$ cat src/rtl/piso_tx_shifter.sv
// piso_tx_shifter: parallel-in, serial-out transmitter.
// A word is taken in over a valid/ready handshake into a one-deep holding
// buffer and then sent LSB-first on sout. The sen strobe marks every cycle
// that carries a bit, so it can drive a receiving shift register's mode
// select directly. An optional GAP of idle cycles separates frames.
module piso_tx_shifter #(
    parameter int WIDTH = 8,
    parameter int GAP   = 0
) (
    input  logic             clk,
    input  logic             rst,
    input  logic [WIDTH-1:0] din,
    input  logic             load_valid,
    output logic             load_ready,
    output logic             sout,
    output logic             sen,
    output logic             frame_done,
    output logic             busy
);

    localparam int CW = $clog2(WIDTH);
    localparam int GW = (GAP > 0) ? $clog2(GAP + 1) : 1;

    localparam logic [CW-1:0] CNT_LAST  = CW'(WIDTH - 1);
    localparam logic [CW-1:0] CNT_ONE   = CW'(1);
    localparam logic [GW-1:0] GCNT_LAST = GW'((GAP > 0) ? (GAP - 1) : 0);
    localparam logic [GW-1:0] GCNT_ONE  = GW'(1);

    typedef enum logic [1:0] {
        ST_IDLE,
        ST_SHIFT,
        ST_GAP
    } state_t;

    state_t           state_q;
    logic [WIDTH-1:0] hbuf_q;
    logic             hfull_q;
    logic [WIDTH-1:0] sh_q;
    logic [CW-1:0]    cnt_q;
    logic [GW-1:0]    gcnt_q;

    // Handshake acceptance, frame sequencing and the shift datapath all live
    // in one register block; buffer fill and drain are mutually exclusive
    // because acceptance is only possible while the buffer is empty.
    always_ff @(posedge clk or negedge rst) begin
        if (!rst) begin
            state_q <= ST_IDLE;
            hbuf_q  <= '0;
            hfull_q <= 1'b0;
            sh_q    <= '0;
            cnt_q   <= '0;
            gcnt_q  <= '0;
        end else begin
            if (load_valid && !hfull_q) begin
                hbuf_q  <= din;
                hfull_q <= 1'b1;
            end

            case (state_q)
                ST_IDLE: begin
                    if (hfull_q) begin
                        sh_q    <= hbuf_q;
                        hfull_q <= 1'b0;
                        cnt_q   <= '0;
                        state_q <= ST_SHIFT;
                    end
                end

                ST_SHIFT: begin
                    sh_q  <= sh_q >> 1;
                    cnt_q <= cnt_q + CNT_ONE;
                    if (cnt_q == CNT_LAST) begin
                        if (GAP == 0 && hfull_q) begin
                            sh_q    <= hbuf_q;
                            hfull_q <= 1'b0;
                            cnt_q   <= '0;
                        end else if (GAP > 0) begin
                            gcnt_q  <= '0;
                            state_q <= ST_GAP;
                        end else begin
                            state_q <= ST_IDLE;
                        end
                    end
                end

                ST_GAP: begin
                    gcnt_q <= gcnt_q + GCNT_ONE;
                    if (gcnt_q == GCNT_LAST) begin
                        if (hfull_q) begin
                            sh_q    <= hbuf_q;
                            hfull_q <= 1'b0;
                            cnt_q   <= '0;
                            state_q <= ST_SHIFT;
                        end else begin
                            state_q <= ST_IDLE;
                        end
                    end
                end

                default: begin
                    state_q <= ST_IDLE;
                end
            endcase
        end
    end

    // Outputs are pure decodes of the registers so nothing combinational
    // leaks from load_valid to load_ready, and reset clears them at once.
    always_comb begin
        load_ready = ~hfull_q;
        sen        = (state_q == ST_SHIFT);
        sout       = (state_q == ST_SHIFT) & sh_q[0];
        frame_done = (state_q == ST_SHIFT) && (cnt_q == CNT_LAST);
        busy       = (state_q != ST_IDLE) || hfull_q;
    end

endmodule

$ cat config.mk
export PLATFORM = sky130hd
export DESIGN_NAME = piso_tx_shifter
export DESIGN_NICKNAME = d
export VERILOG_FILES = /design/src/rtl/piso_tx_shifter.sv
export SDC_FILE = /design/constraint.sdc
export NUM_CORES = 1
export LEC_CHECK = 0
export CELL_PAD_IN_SITES_DETAIL_PLACEMENT = 1
export CELL_PAD_IN_SITES_GLOBAL_PLACEMENT = 1
export CORE_ASPECT_RATIO = 1.2
export CORE_MARGIN = 8
export CORE_UTILIZATION = 42
export CTS_CLUSTER_DIAMETER = 30
export DETAILED_ROUTE_END_ITERATION = 16
export PLACE_DENSITY_LB_ADDON = 0.1
export SLEW_MARGIN = 20
export SYNTH_ARGS = -nofsm -noshare
export SYNTH_HDL_FRONTEND = slang
export SYNTH_SLANG_ARGS = --single-unit
$ cat constraint.sdc
create_clock -name clk -period 1.8 [get_ports clk]
set_clock_uncertainty 0.15 [all_clocks]
set_input_delay 0.36 -clock clk [delete_from_list [all_inputs] [get_ports clk]]
set_output_delay 0.36 -clock clk [all_outputs]
set_load 0.1 [all_outputs]
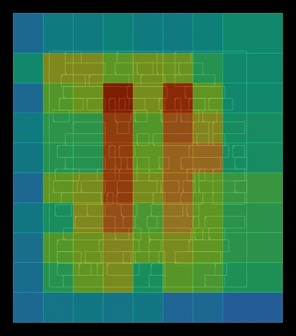
Run 1: congestion heat map
met3 usage: 3.05%
post-layout util: 56.9%
met2 Resource Use GR: 18.9%
GR Util met1: 14.3%
layer with the highest usage: met2

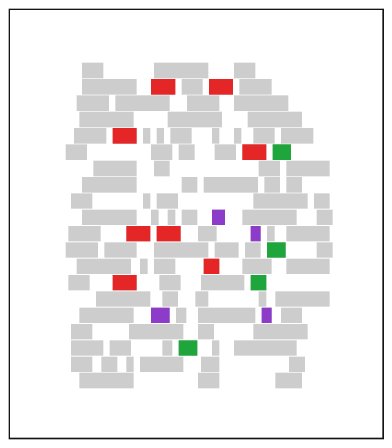
Run 1: selected gate families
Scale: 6 px per um.
[red] non-inverting ao/oa cells | cells: 8
[green] and/or cells | cells: 4
[purple] aoi and oai cells | cells: 4

==> results.sh, run 1 <==
# implementation run metrics
export IMPL_combGateArea_um2=499
export IMPL_final_cells=139
export IMPL_setup_viol_count_final=1
export IMPL_max_slew_margin_pct=81.9
export IMPL_grt_overflow=0
export IMPL_drc=0
export IMPL_critPathLaunch="cnt_q[1]"
export IMPL_p_sw_share_pct=42.5
export IMPL_finalWorstSetupSlack_ps=-110
export IMPL_comb_share_pct=35.4
export IMPL_clkbuf_count=3
export IMPL_cp_cell_sequence="ha_2, ha_4, and2_4, buf_12"
export IMPL_setup_tns_ps=-110
export IMPL_critPathMaxStageDelay_ps=410
export IMPL_syn_nets=94
export IMPL_synth_warnings=0
export IMPL_ys_area_mm2=0.00107
export IMPL_cellLeakagePower_nw=0.683
export IMPL_port_buffers=15
export IMPL_worst_pin_slew_ps=271
export IMPL_clk_path_buf_depth=2
export IMPL_num_nonclk_inverters=2
export IMPL_wl_mm=2.23
export IMPL_cp_max_fo=2
export IMPL_area_dominant_class="registers"
export IMPL_cts_root_buffer="clkbuf_4"
export IMPL_r2r_cells=6
export IMPL_crit_buf_inv=1
export IMPL_endpoint_kind="primary output"
export IMPL_fmax_mhz=524
export IMPL_synthDistinctLibCells=23
export IMPL_dpl_instance_area_mm2=0.00130
export IMPL_grt_max_degree=22
export IMPL_p_sw_mw=1.28
export IMPL_cts_tree="done"
export IMPL_p_int_mw=1.73
export IMPL_synthesis_area_mm2=0.00107
export IMPL_numCtsBuffers=3
export IMPL_hold_viol=0
export IMPL_dieArea_mm2=0.00442
export IMPL_gp_congestion=0.712
export IMPL_initCoreUtil_pct=43.2
export IMPL_drt_iter0_markers=21
export IMPL_violations="negative setup slack"
export IMPL_clk_share_pct=1.95
export IMPL_r2r_end="sh_q[6]"
export IMPL_fp_coreArea_mm2=0.00248
export IMPL_ys_cells=80
export IMPL_grtUsageTotal_pct=11.8
export IMPL_seq_share_pct=37.7
export IMPL_vias_per_cell=5.10
export IMPL_p_seq_share_pct=29.7
export IMPL_outcome="complete, but fails checks"
export IMPL_power_density_mw_per_mm2=2130
export IMPL_nWellTaps=33
export IMPL_synthCells=80
export IMPL_critPathSlowestCell="dfrtp_1"
export IMPL_hold_class="input port to asynchronous set/reset pin"
export IMPL_drv_slew=0
export IMPL_cp_depth=4
export IMPL_clk_pin_slew_ps=120
export IMPL_grt_pass1_vias=815
export IMPL_worstPathRequired_ps=1290
export IMPL_logic_gate_count=52
export IMPL_synth_area_per_cell_um2=13.4
export IMPL_cts_hold_buf=0
export IMPL_startpoint_type="flip-flop"
export IMPL_rows=20
export IMPL_worstPathArrival_ps=1400
export IMPL_max_cap_violations=0
export IMPL_die_y_um=71.3
export IMPL_areaGrowthSynthToFinish_pct=31.7
export IMPL_numSequentialCells=21
export IMPL_wl_per_cell_um=16.0
export IMPL_htreeDepth=1
export IMPL_rsz0062_at_grt="true"
export IMPL_fp_dieW_um=62.1
export IMPL_ant_nets=0
export IMPL_ioPinCount=16
export IMPL_dr_pass1_iters=3
export IMPL_num_nets_final=121
export IMPL_finalPower_mw=3.01
export IMPL_route_vias_total=709
export IMPL_grt_pass1_wl_mm=3.92
export IMPL_r2r_start="cnt_q[1]"
export IMPL_post_route_period_util_pct=106
export IMPL_ir_worst_vdd_mv=1.15
export IMPL_clock_sink_count=21
export IMPL_n_fill_cell=250
export IMPL_synth_flops=21
export IMPL_layout_min_cycle_time_ps=1910
export IMPL_combPwrFrac_pct=62.9
export IMPL_buffer_area_share_pct=21.5
export IMPL_postSynthSeqShare_pct=49.1
export IMPL_antenna_found_initial=0
export IMPL_regArea_um2=531
export IMPL_power_frac_clock_pct=7.4
export IMPL_critPathKind="flip-flop to primary output"
export IMPL_warnings=29
export IMPL_clkLatencyLatePin_ps=300
export IMPL_ff2ff_setup_slack_ps=150
export IMPL_drive_above_1_share_pct=37.7
export IMPL_crit_family="flip-flops"
export IMPL_numPlacedInstances=127
export IMPL_antenna_cells=0
export IMPL_hpwl_mm=1.48
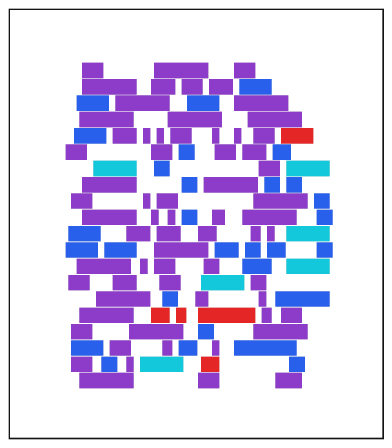
Run 1: sizing map
Scale: 6 px per um.
[purple] x1 and smaller | cells: 66 | most used: dfrtp_1
[cyan] x6 and larger | cells: 6 | most used: buf_12
[blue] x3 and x4 | cells: 29 | most used: buf_4
[red] x2 | cells: 5
Non-CTS buffers: 27
post-route setup slack: -110 ps
post-route cell area: 0.00141 mm^2

-- run 1: sequential cells by signal, indices dropped and copies added, names as in the netlist --
signal,count
hbuf_q,8
sh_q,8
cnt_q,3
hfull_q,1
state_q,1
-- run 1: synthesized netlist by cell type --
| cell | count | area [um^2] |
|---|---|---|
| dfrtp_1 | 21 | 526 |
| mux2i_1 | 9 | 90.1 |
| nor2b_2 | 1 | 8.76 |
| o21ai_2 | 1 | 8.76 |
| xnor2_1 | 1 | 8.76 |
| nand2_4 | 1 | 11.3 |
| mux2_4 | 8 | 120 |
| buf_12 | 1 | 20.0 |
| o22ai_1 | 1 | 6.26 |
| nand2_1 | 10 | 37.5 |
| or2_1 | 1 | 6.26 |
| and2_1 | 2 | 12.5 |
| inv_1 | 1 | 3.75 |
| o21ai_0 | 2 | 10.0 |
| and2b_1 | 1 | 7.51 |
| a21o_1 | 1 | 7.51 |
| buf_6 | 4 | 45.0 |
| nand2b_2 | 1 | 8.76 |
| clkinv_1 | 1 | 3.75 |
| nand2b_1 | 1 | 6.26 |
| o221a_1 | 7 | 78.8 |
| ha_1 | 3 | 37.5 |
| nand3_1 | 1 | 5.00 |
-- run 1: power by group through the flow --
stage | logic, mW | clock network [mW] | registers, mW
after floorplan | 1.31 | 0 | 0.903
after global placement | 1.62 | 0 | 0.939
after detailed placement | 1.66 | 0 | 0.945
after CTS | 1.84 | 0.233 | 0.900
after global routing | 2.05 | 0.250 | 0.935
final | 1.89 | 0.222 | 0.893
-- run 1: how the worst max path moves through the flow --
| stage | end | slack [ps] |
|---|---|---|
| final | frame_done | -110 |
| after global placement | hbuf_q[1] | 90 |
| after CTS | frame_done | -110 |
| after floorplan | busy | 5 |
| after detailed placement | sh_q[4] | 60 |
| after global routing | frame_done | -160 |
-- run 1: metal layers --
layer | up-vias | global-route usage (%) | routed length, um
li1 | 336 | - | -
met1 | 362 | 14.3 | 1010
met2 | 9 | 18.9 | 1140
met3 | 2 | 3.05 | 69
met4 | 0 | 4.57 | 18
met5 | - | 0 | 0
-- run 1: cell families (layout without fill, tap and decap cells) --
group,count (synthesis),after routing,share of synthesized area [%]
simple gates,19,19,9.71
xor+xnor,1,1,0.819
buf+inv,7,33,6.78
compound gates,12,12,10.4
flops,21,21,49.1
mux,17,17,19.6
fa+ha+maj,3,3,3.51
-- run 1: through the flow --
step	util (%)	hold slack [ps]	worst slack (ps)
2_1_floorplan	-	-85.6	4.81
3_3_place_gp	52.5	349	92.0
3_5_place_dp	52.5	349	58.9
4_1_cts	56.1	245	-115
5_1_grt	56.9	254	-162
6_report	56.9	247	-110
-- run 1: repair_timing --
action                     in CTS  in global routing
resized                         4                  1
setup endpoints to repair       3                  9
pin swaps                       2                  1
setup buffers                   6                  2
-- run 1: cell usage in the layout, fill, tap and decap left out, types with 2 or more instances in the layout --
| cell type | n |
|---|---|
| mux2_4 | 8 |
| buf_12 | 6 |
| buf_4 | 11 |
| o221a_1 | 7 |
| o21ai_0 | 2 |
| clkbuf_4 | 3 |
| nand2_1 | 10 |
| mux2i_1 | 9 |
| clkdlybuf4s50_1 | 10 |
| dfrtp_1 | 19 |
| and2_4 | 2 |
==> run 1 -> run 2 <==
--- a/config.mk
+++ b/config.mk
@@ -7,11 +7,12 @@
 export LEC_CHECK = 0
 export CELL_PAD_IN_SITES_DETAIL_PLACEMENT = 1
 export CELL_PAD_IN_SITES_GLOBAL_PLACEMENT = 1
-export CORE_ASPECT_RATIO = 1.2
+export CORE_ASPECT_RATIO = 0.7
 export CORE_MARGIN = 8
 export CORE_UTILIZATION = 42
 export CTS_CLUSTER_DIAMETER = 30
 export DETAILED_ROUTE_END_ITERATION = 16
+export GPL_ROUTABILITY_DRIVEN = 0
 export PLACE_DENSITY_LB_ADDON = 0.1
 export SLEW_MARGIN = 20
 export SYNTH_ARGS = -nofsm -noshare
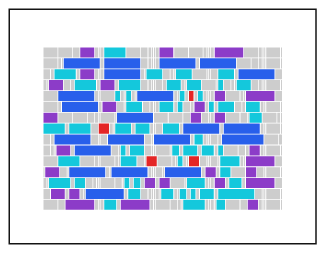
Run 2: placement by cell class
Scale: 4 px per um. Fill, decap, tap and diode cells in gray.
[red] clock drivers and dummy loads | cells: 4 | share of their area: 1.9%
[purple] remaining buffers and delay cells | cells: 28 | share of their area: 23%
[blue] registers | cells: 21 | share of their area: 39%
[cyan] remaining logic cells | cells: 54 | share of their area: 37%
Seq/total area: 37.5%
post-route cell area: 0.00142 mm^2
core area: 0.00244 mm^2
num rows: 15
post-layout util: 58.1%

==> results.sh, run 2 <==
# implementation run metrics
export IMPL_outcome="complete, but fails checks"
export IMPL_violations="negative setup slack"
export IMPL_hold_viol=0
export IMPL_power_density_mw_per_mm2=2130
export IMPL_worst_pin_slew_ps=264
export IMPL_synthesis_area_mm2=0.00107
export IMPL_cellLeakagePower_nw=0.684
export IMPL_numCtsBuffers=3
export IMPL_lay_top_cells="dfrtp_1, buf_4, nand2_1, clkdlybuf4s50_1, mux2i_1"
export IMPL_route_vias_total=686
export IMPL_antenna_cells=0
export IMPL_die_y_um=58.2
export IMPL_reg_largest_list="hbuf_q: 8 flops, sh_q: 8 flops, cnt_q: 3 flops"
export IMPL_ys_area_mm2=0.00107
export IMPL_endpoint_kind="primary output"
export IMPL_common_cells="dfrtp_1, nand2_1, mux2i_1"
export IMPL_warnings=29
export IMPL_clkLatencyLatePin_ps=310
export IMPL_drt_iter0_markers=50
export IMPL_fp_dieW_um=76.3
export IMPL_startpoint_type="flip-flop"
export IMPL_worstPathArrival_ps=1410
export IMPL_cts_tree="done"
export IMPL_htreeDepth=1
export IMPL_layout_min_cycle_time_ps=1920
export IMPL_numPlacedInstances=128
export IMPL_cts_hold_buf=0
export IMPL_mostFrequentLayoutCell="dfrtp_1"
export IMPL_num_nets_final=122
export IMPL_setup_tns_ps=-118
export IMPL_ff_type="dfrtp_1"
export IMPL_max_slew_margin_pct=82.4
export IMPL_setup_viol_count_final=1
export IMPL_drive_above_1_share_pct=37.4
export IMPL_clock_sink_count=21
export IMPL_top_area_cell="dfrtp_1"
export IMPL_wl_per_cell_um=15.8
export IMPL_dr_pass1_iters=4
export IMPL_rsz0062_at_grt="true"
export IMPL_dpl_instance_area_mm2=0.00130
export IMPL_grt_overflow=0
export IMPL_drv_slew=0
export IMPL_critPathKind="flip-flop to primary output"
export IMPL_drc=0
export IMPL_finalWorstSetupSlack_ps=-118
export IMPL_edf_count=0
export IMPL_vias_per_cell=4.87
export IMPL_dieArea_mm2=0.00444
export IMPL_topCellsByArea="dfrtp_1, mux2_4, mux2i_1"
export IMPL_grt_max_degree=22
export IMPL_post_route_period_util_pct=107
export IMPL_antenna_found_initial=0
export IMPL_synth_flops=21
export IMPL_grtUsageTotal_pct=11.4
export IMPL_synthDistinctLibCells=23
export IMPL_grt_pass1_vias=729
export IMPL_n_fill_cell=263
export IMPL_syn_nets=94
export IMPL_hpwl_mm=1.59
export IMPL_port_buffers=15
export IMPL_worstPathRequired_ps=1290
export IMPL_ant_nets=0
export IMPL_cts_root_buffer="clkbuf_4"
export IMPL_max_cap_violations=0
export IMPL_hold_class="input port to asynchronous set/reset pin"
export IMPL_ir_worst_vdd_mv=0.859
export IMPL_cp_max_fo=2
export IMPL_synth_area_per_cell_um2=13.4
export IMPL_postSynthSeqShare_pct=49.1
export IMPL_ioPinCount=16
export IMPL_synth_top_cell_by_count="dfrtp_1"
export IMPL_fmax_mhz=522
export IMPL_top_area_share_pct=49.1
export IMPL_clk_path_buf_depth=2
export IMPL_final_cells=141
export IMPL_areaGrowthSynthToFinish_pct=32.4
export IMPL_grt_pass1_wl_mm=3.88
export IMPL_wl_mm=2.23
export IMPL_synthCells=80
export IMPL_ys_cells=80
export IMPL_initCoreUtil_pct=43.8
export IMPL_synth_warnings=0
export IMPL_clk_pin_slew_ps=130
export IMPL_synthArstFlopShare_pct=100
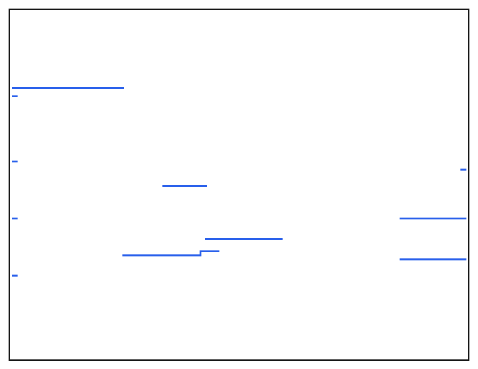
Run 2: met3 routing
Scale: 6 px per um.
main direction: horizontal
wire length on this layer: 79.8 um
nets with wire on the layer: 9
longest straight run: 18.4 um
share of all routed wire: 3.6%

run 2: cell counts after synthesis:
Identical to the previous run, type by type.
run 2: stage by stage:
step	total power, mW	hold WS (ps)	utilization, %	setup slack, ps
2_1_floorplan	2.21	-85.6	-	4.81
3_3_place_gp	2.56	357	53.3	98.2
3_5_place_dp	2.60	360	53.3	51.7
4_1_cts	2.95	231	56.6	-117
5_1_grt	3.24	254	58.1	-157
6_report	3.01	222	58.1	-118
run 2: final cells by class:
type / instances / area, um^2 / area share, %
clock buffers: 4 / 26.3 / 1.86
inverters: 2 / 7.51 / 0.530
multi-input cells: 52 / 499 / 35.2
flip-flops and latches: 21 / 531 / 37.5
repair buffers: 28 / 310 / 21.9
well taps: 34 / 42.5 / 3.00
run 2: worst max-delay path: stages (launching register included):
cell     delay [ps]
dfrtp_1         410
ha_2            210
ha_4            160
and2_4          150
buf_12          160
run 2: report_power, final:
group	internal, mW	leakage, nW	switching [mW]
logic	0.942	0.417	0.940
clock network	0.0864	0.0150	0.144
registers	0.712	0.252	0.190
run 2: logic make-up (layout without fill, tap and decap cells):
kind of cell | after synthesis | after routing | share of synthesized area (%)
DFF | 21 | 21 | 49.1
and+or+nand+nor | 19 | 19 | 9.71
muxes | 17 | 17 | 19.6
AOI/OAI and AO/OA | 12 | 12 | 10.4
buffers and inverters | 7 | 34 | 6.78
adders and majority gates | 3 | 3 | 3.51
xor gates and xnor gates | 1 | 1 | 0.819
run 2: worst paths after layout:
check	start	cells past startpoint	slack (ps)	to
worst max-delay path	cnt_q[1]	4	-120	frame_done
worst min-delay path	rst	2	220	sh_q[7]
worst max register to register	cnt_q[1]	6	160	sh_q[6]
worst min register to register	hbuf_q[6]	1	380	hbuf_q[6]
max in group asynchronous	rst	2	1030	hfull_q
min in group clk	hbuf_q[6]	1	380	hbuf_q[6]
run 2: routing by layer:
metal  global-route usage [%]  share of wire (%)  up-vias  wire length [um]
li1                         -                  -      335                 -
met5                        0                  0        -                 0
met2                     15.0                 42       11               928
met1                     16.1                 53      336              1180
met3                     4.01                3.5        4                79
met4                     4.90                1.6        0                36
run 2: timing repair:
action,CTS,global route
resized,4,1
endpoints found under the setup margin,3,2
buffers inserted,5,4
pin swaps,1,0
==> run 2 -> run 3 <==
==> config.mk (replaced) <==
export PLATFORM = sky130hd
export DESIGN_NAME = piso_tx_shifter
export DESIGN_NICKNAME = d
export VERILOG_FILES = /design/src/rtl/piso_tx_shifter.sv
export SDC_FILE = /design/constraint.sdc
export NUM_CORES = 1
export LEC_CHECK = 0
export CORE_ASPECT_RATIO = 0.7
export CORE_MARGIN = 8
export CORE_UTILIZATION = 54
export CTS_BUF_LIST = sky130_fd_sc_hd__clkbuf_2 sky130_fd_sc_hd__clkbuf_4 sky130_fd_sc_hd__clkbuf_8
export CTS_CLUSTER_DIAMETER = 30
export DETAILED_ROUTE_END_ITERATION = 16
export GPL_ROUTABILITY_DRIVEN = 0
export PLACE_DENSITY = 0.78
export SLEW_MARGIN = 20
export SYNTH_ARGS = -nofsm -noshare
export SYNTH_HDL_FRONTEND = slang
export SYNTH_SLANG_ARGS = --single-unit
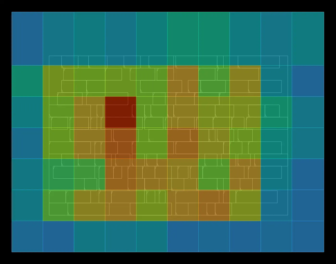
Run 3: congestion heat map
Routed WL per cell: 16.7 um
GR Util met1: 14.1%
met3 usage: 5.22%
All-Layer GR Usage: 12.1%
post-layout util: 73.5%

==> results.sh, run 3 <==
# implementation run metrics
export IMPL_outcome="complete, but fails checks"
export IMPL_violations="negative setup slack"
export IMPL_port_buffers=15
export IMPL_cts_tree="done"
export IMPL_mux_share_pct=19.6
export IMPL_post_route_period_util_pct=106
export IMPL_startpoint_type="flip-flop"
export IMPL_antenna_found_initial=0
export IMPL_synthesis_area_mm2=0.00107
export IMPL_rsz0062_at_grt="true"
export IMPL_ys_sh_xor_pct=0.819
export IMPL_drive_above_1_share_pct=36.5
export IMPL_dieArea_mm2=0.00368
export IMPL_edf_count=0
export IMPL_ff_type="dfrtp_1"
export IMPL_lay_top_cells="dfrtp_1, nand2_1, clkdlybuf4s50_1, buf_4, mux2i_1"
export IMPL_critPathMaxStageDelay_ps=430
export IMPL_endpoint_kind="primary output"
export IMPL_grt_pass1_vias=709
export IMPL_dr_pass1_iters=4
export IMPL_layout_min_cycle_time_ps=1910
export IMPL_top_area_share_pct=49.1
export IMPL_synthDistinctLibCells=23
export IMPL_power_density_mw_per_mm2=2170
export IMPL_postSynthSeqShare_pct=49.1
export IMPL_top_area_cell="dfrtp_1"
export IMPL_ioPinCount=16
export IMPL_synth_logic_top_family="multiplexers"
export IMPL_max_cap_violations=0
export IMPL_rows=13
export IMPL_cts_hold_buf=0
export IMPL_synthArstFlopShare_pct=100
export IMPL_reg_largest_list="hbuf_q: 8 flops, sh_q: 8 flops, cnt_q: 3 flops"
export IMPL_synthCells=80
export IMPL_synth_area_per_cell_um2=13.4
export IMPL_crit_buf_inv=1
export IMPL_grt_max_degree=22
export IMPL_warnings=29
export IMPL_areaGrowthSynthToFinish_pct=28.5
export IMPL_setup_tns_ps=-109
export IMPL_hold_class="input port to asynchronous set/reset pin"
export IMPL_drv_slew=0
export IMPL_numCtsBuffers=3
export IMPL_ys_area_mm2=0.00107
export IMPL_ant_nets=0
export IMPL_cpMostUsedCell="ha_4"
export IMPL_worstPathRequired_ps=1290
export IMPL_cp_cell_sequence="ha_4, ha_4, and2_4, buf_12"
export IMPL_setup_viol_count_final=1
export IMPL_regArea_um2=531
export IMPL_critPathSlowestCell="dfrtp_1"
export IMPL_common_cells="dfrtp_1, nand2_1, mux2i_1"
export IMPL_fmax_mhz=524
export IMPL_adder_share_pct=3.51
export IMPL_critPathKind="flip-flop to primary output"
export IMPL_clk_pin_slew_ps=110
export IMPL_grt_overflow=0
export IMPL_place_ws_ps=81.9
export IMPL_fp_dieW_um=69.2
export IMPL_ys_cells=80
export IMPL_ir_worst_vdd_mv=2.47
export IMPL_synth_flops=21
export IMPL_synth_top_cell_by_count="dfrtp_1"
export IMPL_vias_per_cell=5.51
export IMPL_route_vias_total=694
export IMPL_grt_pass1_wl_mm=3.49
export IMPL_cellLeakagePower_nw=0.669
export IMPL_combGateArea_um2=504
export IMPL_worst_pin_slew_ps=269
export IMPL_syn_nets=94
export IMPL_worstPathArrival_ps=1400
export IMPL_hold_viol=0
export IMPL_finalWorstSetupSlack_ps=-109
export IMPL_n_fill_cell=138
export IMPL_drc=0
export IMPL_fp_coreArea_mm2=0.00187
export IMPL_die_y_um=53.2
export IMPL_crit_family="flip-flops"
export IMPL_clk_path_buf_depth=2
export IMPL_drt_iter0_markers=33
export IMPL_cp_max_fo=2
export IMPL_cts_root_buffer="clkbuf_4"
export IMPL_max_slew_margin_pct=82.1
export IMPL_clock_sink_count=21
export IMPL_hpwl_mm=1.49
export IMPL_synth_compound_area_share_pct=10.4
export IMPL_clkLatencyLatePin_ps=310
export IMPL_topCellsByArea="dfrtp_1, mux2_4, mux2i_1"
export IMPL_antenna_cells=0
export IMPL_synth_warnings=0
export IMPL_initCoreUtil_pct=57.2
export IMPL_ys_sh_simple_pct=9.71
export IMPL_wl_mm=2.11
export IMPL_htreeDepth=1
export IMPL_num_nets_final=119
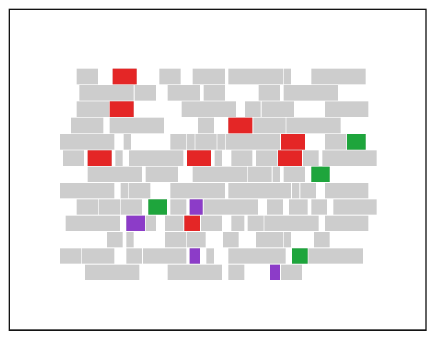
Run 3: selected gate families
Scale: 6 px per um.
[red] non-inverting ao/oa cells | cells: 8
[purple] aoi and oai cells | cells: 4 | where: south
[green] and/or cells | cells: 4
dominant logic cell type in the layout: dfrtp_1
Post-Layout Cell Count: 126
Comb area share: 36.7%

==> run 3: stage by stage <==
| stage | instance area (um^2) | power, mW | instances | hold WS [ps] | utilization, % |
|---|---|---|---|---|---|
| final | 1380 | 2.98 | 126 | 235 | 73.5 |
| after global routing | 1380 | 3.14 | 126 | 240 | 73.5 |
| after CTS | 1370 | 2.96 | 126 | 234 | 73.0 |
| after detailed placement | 1270 | 2.57 | 116 | 349 | 68.1 |
| after global placement | 1270 | 2.50 | 116 | 346 | 68.1 |
| after floorplan | 1080 | 2.21 | 80 | -85.6 | - |
==> run 3: worst paths after layout <==
kind | from | depth (start not counted) | slack, ps | endpoint
max in group asynchronous | rst | 2 | 1030 | state_q[0]
worst max register to register | cnt_q[1] | 6 | 60 | sh_q[4]
worst min register to register | hbuf_q[4] | 1 | 380 | hbuf_q[4]
min in group clk | hbuf_q[4] | 1 | 380 | hbuf_q[4]
worst min-delay path | rst | 2 | 230 | sh_q[7]
worst max-delay path | cnt_q[1] | 4 | -110 | frame_done
==> run 3: metal layers <==
| layer | track usage, % | vias to the layer above | part of all wire, % |
|---|---|---|---|
| met4 | 4.07 | 0 | 0.81 |
| met1 | 14.1 | 349 | 47 |
| met3 | 5.22 | 3 | 4.7 |
| met2 | 19.7 | 14 | 47 |
| met5 | 0 | - | 0 |
| li1 | - | 328 | - |
==> run 3: cells by family after synthesis <==
| kind of cell | after synthesis |
|---|---|
| buf+inv | 7 |
| fa+ha+maj | 3 |
| simple gates | 19 |
| compound gates | 12 |
| xor+xnor | 1 |
| flops | 21 |
| mux | 17 |
==> run 3: power breakdown <==
| group | switching, mW | internal (mW) |
|---|---|---|
| clock network | 0.146 | 0.102 |
| logic | 0.917 | 0.891 |
| registers | 0.215 | 0.712 |
==> run 3: area by class of cell <==
cell class              count  area share [%]
repair buffers             25            20.0
well taps                  22            2.00
multi-input cells          52            36.7
flip-flops and latches     21            38.6
clock buffers               4            2.18
inverters                   2           0.546
==> run 3: what timing repair did <==
item,CTS,global route
resized,4,1
pin swaps,2,0
setup buffers,6,0
endpoints found under the setup margin,4,4
gates cloned,0,0
endpoints found under the hold margin,0,0
==> run 3: worst register-to-register path, stage by stage (launching register included) <==
cell	delay, ps
dfrtp_1	430
ha_4	190
ha_4	160
buf_4	120
nand2b_2	270
nand2_4	160
o221a_1	200
Power figures rest on the tool's default switching activity, not on a simulated workload.
